==> src/rtl/mips_pkg.sv <==
// rtl/mips_pkg.sv - shared opcodes, state encoding and size helpers for the MIPS pipeline
package mips_pkg;

   localparam int REG_IDX_W = 5;

   localparam logic [5:0] OP_LB  = 6'b100000;
   localparam logic [5:0] OP_LH  = 6'b100001;
   localparam logic [5:0] OP_LW  = 6'b100011;
   localparam logic [5:0] OP_LBU = 6'b100100;
   localparam logic [5:0] OP_LHU = 6'b100101;
   localparam logic [5:0] OP_SB  = 6'b101000;
   localparam logic [5:0] OP_SH  = 6'b101001;
   localparam logic [5:0] OP_SW  = 6'b101011;

   typedef enum logic {
      ST_IDLE   = 1'b0,
      ST_ACCESS = 1'b1
   } mem_state_t;

   typedef enum logic [1:0] {
      SZ_BYTE = 2'd0,
      SZ_HALF = 2'd1,
      SZ_WORD = 2'd2
   } mem_size_t;

   // Anything that is not a known byte/half opcode is handled as a full word.
   function automatic mem_size_t op_size(input logic [5:0] op);
      case (op)
         OP_LB, OP_LBU, OP_SB: op_size = SZ_BYTE;
         OP_LH, OP_LHU, OP_SH: op_size = SZ_HALF;
         default:              op_size = SZ_WORD;
      endcase
   endfunction

   function automatic logic is_aligned(input mem_size_t sz, input logic [1:0] lane);
      case (sz)
         SZ_BYTE: is_aligned = 1'b1;
         SZ_HALF: is_aligned = !lane[0];
         default: is_aligned = (lane == 2'b00);
      endcase
   endfunction

endpackage

==> src/rtl/mem_lane_align.sv <==
// rtl/mem_lane_align.sv - byte-lane steering for stores and extraction/extension for loads
module mem_lane_align
   import mips_pkg::*;
(
   input  logic [5:0]  op,
   input  logic [1:0]  lane,
   input  logic [31:0] store_data,
   input  logic [31:0] rdata,
   output logic [3:0]  be,
   output logic [31:0] wdata,
   output logic [31:0] load_data
);

   mem_size_t   size;
   logic        signed_ld;
   logic [7:0]  ld_byte;
   logic [15:0] ld_half;

   assign size      = op_size(op);
   assign signed_ld = (op == OP_LB) || (op == OP_LH);

   always_comb begin
      be        = 4'b1111;
      wdata     = store_data;
      load_data = rdata;
      ld_half   = lane[1] ? rdata[31:16] : rdata[15:0];
      case (lane)
         2'd0:    ld_byte = rdata[7:0];
         2'd1:    ld_byte = rdata[15:8];
         2'd2:    ld_byte = rdata[23:16];
         default: ld_byte = rdata[31:24];
      endcase
      case (size)
         SZ_BYTE: begin
            be        = 4'b0001 << lane;
            wdata     = {4{store_data[7:0]}};
            load_data = {{24{signed_ld & ld_byte[7]}}, ld_byte};
         end
         SZ_HALF: begin
            be        = lane[1] ? 4'b1100 : 4'b0011;
            wdata     = {2{store_data[15:0]}};
            load_data = {{16{signed_ld & ld_half[15]}}, ld_half};
         end
         default: begin
            be        = 4'b1111;
            wdata     = store_data;
            load_data = rdata;
         end
      endcase
   end

endmodule

==> src/rtl/mem_wb_unit.sv <==
// rtl/mem_wb_unit.sv - MIPS memory-access and write-back stage with req/ack data port
module mem_wb_unit
   import mips_pkg::*;
#(
   parameter int TIMEOUT_CYCLES = 255
) (
   input  logic                 clk,
   input  logic                 rst,
   input  logic                 ex_valid,
   output logic                 ex_ready,
   input  logic [5:0]           ex_op,
   input  logic                 ex_reg_write,
   input  logic                 ex_mem_read,
   input  logic                 ex_mem_write,
   input  logic [31:0]          ex_result,
   input  logic [31:0]          ex_store_data,
   input  logic [REG_IDX_W-1:0] ex_dest,
   output logic                 mem_req,
   output logic                 mem_we,
   output logic [31:0]          mem_addr,
   output logic [3:0]           mem_be,
   output logic [31:0]          mem_wdata,
   input  logic                 mem_ack,
   input  logic [31:0]          mem_rdata,
   output logic                 reg_write,
   output logic [REG_IDX_W-1:0] write_reg,
   output logic [31:0]          write_data,
   output logic                 misalign_err,
   output logic                 bus_err
);

   localparam logic [15:0] TIMER_LAST = 16'(TIMEOUT_CYCLES - 1);

   mem_state_t           state_q, state_d;
   logic                 mem_req_q, mem_req_d;
   logic                 mem_we_q, mem_we_d;
   logic [31:0]          mem_addr_q, mem_addr_d;
   logic [3:0]           mem_be_q, mem_be_d;
   logic [31:0]          mem_wdata_q, mem_wdata_d;
   logic [15:0]          timer_q, timer_d;
   logic [5:0]           op_q, op_d;
   logic [1:0]           lane_q, lane_d;
   logic [REG_IDX_W-1:0] dest_q, dest_d;
   logic                 reg_write_q, reg_write_d;
   logic [REG_IDX_W-1:0] write_reg_q, write_reg_d;
   logic [31:0]          write_data_q, write_data_d;
   logic                 misalign_err_q, misalign_err_d;
   logic                 bus_err_q, bus_err_d;

   logic        accept;
   logic        is_mem;
   logic [5:0]  align_op;
   logic [1:0]  align_lane;
   logic [3:0]  align_be;
   logic [31:0] align_wdata;
   logic [31:0] load_data;

   assign ex_ready = (state_q == ST_IDLE);
   assign accept   = ex_valid && ex_ready;
   assign is_mem   = ex_mem_read || ex_mem_write;

   // One aligner serves both phases: live EX fields while idle, latched op/lane during the access.
   assign align_op   = ex_ready ? ex_op : op_q;
   assign align_lane = ex_ready ? ex_result[1:0] : lane_q;

   mem_lane_align u_align (
      .op         (align_op),
      .lane       (align_lane),
      .store_data (ex_store_data),
      .rdata      (mem_rdata),
      .be         (align_be),
      .wdata      (align_wdata),
      .load_data  (load_data)
   );

   always_comb begin
      state_d        = state_q;
      mem_req_d      = mem_req_q;
      mem_we_d       = mem_we_q;
      mem_addr_d     = mem_addr_q;
      mem_be_d       = mem_be_q;
      mem_wdata_d    = mem_wdata_q;
      timer_d        = timer_q;
      op_d           = op_q;
      lane_d         = lane_q;
      dest_d         = dest_q;
      reg_write_d    = 1'b0;
      write_reg_d    = write_reg_q;
      write_data_d   = write_data_q;
      misalign_err_d = 1'b0;
      bus_err_d      = 1'b0;

      if (state_q == ST_IDLE) begin
         if (accept) begin
            if (!is_mem) begin
               reg_write_d  = ex_reg_write && (ex_dest != '0);
               write_reg_d  = ex_dest;
               write_data_d = ex_result;
            end else if (!is_aligned(op_size(ex_op), ex_result[1:0])) begin
               misalign_err_d = 1'b1;
            end else begin
               state_d     = ST_ACCESS;
               mem_req_d   = 1'b1;
               mem_we_d    = ex_mem_write;
               mem_addr_d  = {ex_result[31:2], 2'b00};
               mem_be_d    = ex_mem_write ? align_be : 4'b0000;
               mem_wdata_d = ex_mem_write ? align_wdata : 32'd0;
               timer_d     = 16'd0;
               op_d        = ex_op;
               lane_d      = ex_result[1:0];
               dest_d      = ex_dest;
            end
         end
      end else begin
         // An ack arriving on the threshold cycle completes the access normally.
         if (mem_ack) begin
            state_d   = ST_IDLE;
            mem_req_d = 1'b0;
            if (!mem_we_q) begin
               reg_write_d  = (dest_q != '0);
               write_reg_d  = dest_q;
               write_data_d = load_data;
            end
         end else if (timer_q == TIMER_LAST) begin
            state_d   = ST_IDLE;
            mem_req_d = 1'b0;
            bus_err_d = 1'b1;
         end else begin
            timer_d = timer_q + 16'd1;
         end
      end
   end

   always_ff @(posedge clk or negedge rst) begin
      if (!rst) begin
         state_q        <= ST_IDLE;
         mem_req_q      <= 1'b0;
         mem_we_q       <= 1'b0;
         mem_addr_q     <= 32'd0;
         mem_be_q       <= 4'b0000;
         mem_wdata_q    <= 32'd0;
         timer_q        <= 16'd0;
         op_q           <= 6'd0;
         lane_q         <= 2'd0;
         dest_q         <= '0;
         reg_write_q    <= 1'b0;
         write_reg_q    <= '0;
         write_data_q   <= 32'd0;
         misalign_err_q <= 1'b0;
         bus_err_q      <= 1'b0;
      end else begin
         state_q        <= state_d;
         mem_req_q      <= mem_req_d;
         mem_we_q       <= mem_we_d;
         mem_addr_q     <= mem_addr_d;
         mem_be_q       <= mem_be_d;
         mem_wdata_q    <= mem_wdata_d;
         timer_q        <= timer_d;
         op_q           <= op_d;
         lane_q         <= lane_d;
         dest_q         <= dest_d;
         reg_write_q    <= reg_write_d;
         write_reg_q    <= write_reg_d;
         write_data_q   <= write_data_d;
         misalign_err_q <= misalign_err_d;
         bus_err_q      <= bus_err_d;
      end
   end

   assign mem_req      = mem_req_q;
   assign mem_we       = mem_we_q;
   assign mem_addr     = mem_addr_q;
   assign mem_be       = mem_be_q;
   assign mem_wdata    = mem_wdata_q;
   assign reg_write    = reg_write_q;
   assign write_reg    = write_reg_q;
   assign write_data   = write_data_q;
   assign misalign_err = misalign_err_q;
   assign bus_err      = bus_err_q;

endmodule

==> config.mk <==
export PLATFORM = sky130hd
export DESIGN_NAME = mem_wb_unit
export DESIGN_NICKNAME = d
export VERILOG_FILES = /design/src/rtl/mips_pkg.sv /design/src/rtl/mem_lane_align.sv /design/src/rtl/mem_wb_unit.sv
export SDC_FILE = /design/constraint.sdc
export NUM_CORES = 1
export LEC_CHECK = 0
export CAP_MARGIN = 25
export CORE_MARGIN = 2
export CORE_UTILIZATION = 48
export CTS_CLUSTER_DIAMETER = 40
export CTS_CLUSTER_SIZE = 8
export DETAILED_ROUTE_END_ITERATION = 12
export GPL_ROUTABILITY_DRIVEN = 0
export HOLD_SLACK_MARGIN = 0.02
export PLACE_DENSITY = 0.81
export SKIP_CTS_REPAIR_TIMING = 1
export SLEW_MARGIN = 0
export SYNTH_ARGS = -nofsm -noshare
export SYNTH_HDL_FRONTEND = slang
export SYNTH_HIERARCHICAL = 1
export SYNTH_SLANG_ARGS = --single-unit
==> constraint.sdc <==
create_clock -name clk -period 3.3 [get_ports clk]
set_input_delay 0.66 -clock clk [delete_from_list [all_inputs] [get_ports clk]]
set_output_delay 0.66 -clock clk [all_outputs]
set_load 0.05 [all_outputs]
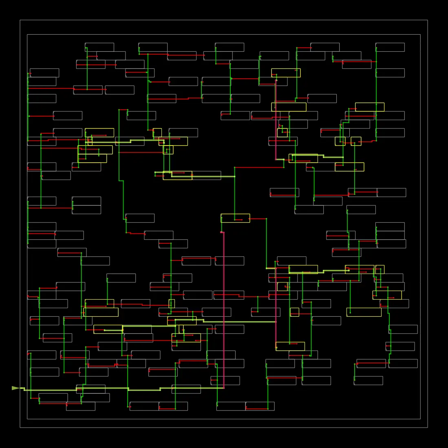
clock_nets.png
number of sinks on the clock net: 138
number of clock buffer instances in the layout: 19
clock insertion delay at the later pin of the skew report: 0.42 ns
clock buffer count from CTS: 17

==> results.py <==
# Flow results
metrics = {
    "critical_path": {
        "crit_end": "write_data[14]",
        "ff2ff_path_depth": 9,
        "crit_path_max_incr_delay_ns": 0.47,
    },
    "finish": {
        "layout.nets": 1047,
        "seq_area_sq_um": 3450,
        "filler_cells_inserted": 1156,
        "growth_of_design_area_from_synthesis_to_finish_pct": 39.5,
        "logic_area_sq_um": 3640,
        "insertedDiodeCount": 0,
        "clock_area_frac": 0.0590,
    },
    "run_status": {
        "run_status": "finished clean",
    },
    "yosys": {
        "synth_async_sr_flop_share": 1.00,
        "yosysWarnings": 6,
        "ys_cells": 729,
        "netlist-cell-type-count": 58,
        "synth.cellmix.xorXnorShare": 0.00346,
        "synth.yosys.chip_area_sq_um": 7590,
        "post_synth.cell_area_avg_sq_um": 10.4,
        "synthDominantCellAreaShare": 0.455,
    },
    "final_timing": {
        "finalCriticalPeriod_ns": 2.86,
        "worstMarginPinSlew_ns": 0.643,
        "fin_crit_sh": 0.867,
    },
    "floorplanning": {
        "dieArea_sq_um": 16800,
        "n_tap_cell": 211,
    },
    "grt": {
        "grt_pass1_vias": 6381,
        "grt_start_max_net_pins": 75,
    },
    "job": {
        "warning_count": 27,
    },
    "placed_design": {
        "dpl.hpwl_um": 15100,
    },
    "drt": {
        "avgRoutedWirePerCell_um": 18.7,
        "remaining_drc_errors": 0,
        "firstDrtPassIters": 4,
    },
    "power_and_ir_drop": {
        "sequential_fraction_of_design_power": 0.310,
        "comb_power_share": 0.421,
        "power.net_switching_uw": 3090,
    },
    "clock_tree": {
        "clock_h_tree_levels": 4,
    },
}
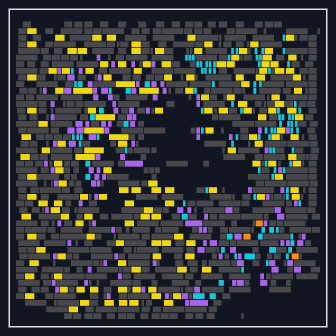
gates.png
| family | color | cells |
|---|---|---|
| aoi and oai cells | purple | 119 |
| mux cells | yellow | 150 |
| xor and xnor cells | orange | 3 |
| nand cells | cyan | 104 |

## per-stage QoR
| stage | setup slack, ns | util | cell area [sq um] | instances |
|---|---|---|---|---|
| floorplan | 0.558 | - | 7590 | 730 |
| global placement | 0.129 | 0.650 | 9960 | 1123 |
| detailed placement | 0.0757 | 0.650 | 9960 | 1123 |
| CTS | 0.500 | 0.691 | 10600 | 1155 |
| global route | 0.355 | 0.691 | 10600 | 1155 |
| finish | 0.440 | 0.691 | 10600 | 1155 |
## metal layers
metal | share of wire | global-route usage | routed length, um | up-vias
li1 | - | - | - | 2963
met1 | 0.41 | 0.317 | 8800 | 3016
met2 | 0.48 | 0.434 | 10400 | 261
met3 | 0.087 | 0.0939 | 1880 | 38
met4 | 0.024 | 0.0955 | 516 | 2
met5 | 0.00046 | 0 | 10 | -
## power groups by stage
stage | combinational, uW | sequential [uW] | clock [uW]
final | 3210 | 2370 | 2050
after global routing | 3380 | 2420 | 2160
after CTS | 3230 | 2370 | 2080
after detailed placement | 3210 | 2390 | 0
after global placement | 3180 | 2370 | 0
after floorplan | 740 | 3670 | 0
## placed cells by master (no fill, tap or decap), types with 19 or more instances in the layout
cell type,count
sky130_fd_sc_hd__clkdlybuf4s50_1,221
sky130_fd_sc_hd__inv_1,41
sky130_fd_sc_hd__buf_4,19
sky130_fd_sc_hd__nand2_1,83
sky130_fd_sc_hd__nor2_1,43
sky130_fd_sc_hd__mux2i_1,81
sky130_fd_sc_hd__mux2_1,52
sky130_fd_sc_hd__dfrtp_1,137
sky130_fd_sc_hd__a21oi_1,49
## logic make-up after synthesis
family | count (synthesis)
and+or+nand+nor | 186
muxes | 150
AOI/OAI and AO/OA | 145
DFF | 138
buffers and inverters | 104
xor gates and xnor gates | 3
adders and majority gates | 2
other | 1
Power and IR drop assume default switching activity.
